==> config.mk <==
export PLATFORM = sky130hd
export DESIGN_NAME = chunked_adder_flat
export DESIGN_NICKNAME = d
export VERILOG_FILES = /design/src/rtl/chunked_adder_pkg.sv /design/src/rtl/chunked_adder_if.sv /design/src/rtl/chunked_adder_chunk_add.sv /design/src/rtl/chunked_adder.sv /design/src/flat_wrapper.sv
export SDC_FILE = /design/constraint.sdc
export NUM_CORES = 1
export LEC_CHECK = 0
export CORE_MARGIN = 2
export CORE_UTILIZATION = 50
export DETAILED_ROUTE_END_ITERATION = 8
export PLACE_DENSITY = 0.8
export SLEW_MARGIN = 20
export SYNTH_ARGS = -nofsm -noshare
export SYNTH_HDL_FRONTEND = slang
export SYNTH_SLANG_ARGS = --single-unit
==> constraint.sdc <==
create_clock -name clk -period 5.1 [get_ports clk]
set_input_delay 1.02 -clock clk [delete_from_list [all_inputs] [get_ports clk]]
set_output_delay 1.02 -clock clk [all_outputs]
set_load 0.05 [all_outputs]
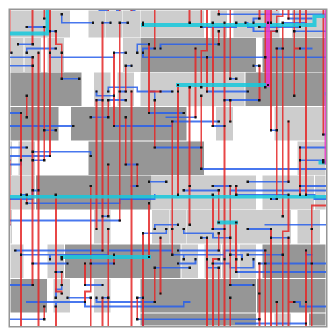
(zoomed window)
Region (38, 18) to (63, 43) um. Cells in gray, sequential cells in the stronger gray; small squares are vias.
- red: met2
- magenta: met4
- blue: met1
- cyan: met3
- cells with their middle in the window: 43
- sequential cells in the window: 11
- most frequent: nand2_1 (18), dfrtp_1 (11)

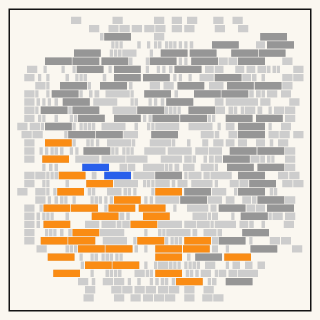
(sequential cells grouped by signal name)
Scale: 3 px per um. Other sequential cells in the stronger gray, the rest of the logic in the fainter gray.
- blue: u_core.cnt_q (placed flops 2)
- orange: u_core.a_q (placed flops 32)
- not colored: 69
register area: 2580 sq um
Seq/total area: 43.5%
sequential power: 1.38 mW

==> Flow_metrics.wiki <==
== Metrics ==
{| class="wikitable"
! Metric !! Value
|-
| Wire length of the first global-routing pass || 17,100 um
|-
| Class of the tightest hold or removal check || reg2reg
|-
| Number of setup buffers added after CTS || 0
|-
| Sequential Power Share || 34.1%
|-
| Resized Gates After CTS || 0
|-
| Setup WS pre-CTS || 0.524 ns
|-
| Mapped Cells || 444
|-
| Largest area contributor in the synthesized netlist || dfrtp_1
|-
| Total cells reported by yosys after synthesis || 444
|-
| Yosys warning total || 0
|-
| Simple-gate share of the synthesized area || 20.5%
|-
| Number of antenna violations at the first check in global routing || 0
|-
| Flop2flop setup slack || 0.51 ns
|-
| Die W || 100 um
|-
| NumNets Final || 626
|-
| Status || finished clean
|-
| DIE AREA || 10,000 sq um
|-
| Yosys Chip Area || 4610 sq um
|-
| Vias per cell || 5.22
|-
| Most Frequent Cell on Critical Path || fa_1
|-
| Global placement routability congestion || 0.798
|-
| Clk network pwr share || 12.6%
|-
| Mi-comb count || 300
|-
| Switching component of the power || 1.80 mW
|-
| Placed standard-cell area || 5730 sq um
|-
| Headroom to the max-slew limit || 49.3%
|-
| Overall power consumption || 4.05 mW
|-
| Number of buffer and inverter stages on the critical path || 3
|-
| Top comb family, area || simple AND/OR/NAND/NOR gates
|-
| DRC errors left || 0
|-
| Count leader, synth || nand2_1
|-
| Sum of met2 wire segment lengths after detailed routing || 5300 um
|-
| Aggregate global-route resource usage || 22.0%
|-
| Biggest fanout along the worst timing path || 6
|-
| Clock group power || 0.512 mW
|-
| Met2 track demand over resource in global routing || 37.9%
|-
| Dominant register cell in the synthesized netlist || dfrtp_1
|-
| I/O pin count || 105
|-
| Detailed-route wire length on metal 1 || 4210 um
|-
| Number of iterations in the first detailed-routing pass || 5
|-
| Number of instances in the placed design || 643
|}
Power figures rest on the tool's default switching activity, not on a simulated workload.
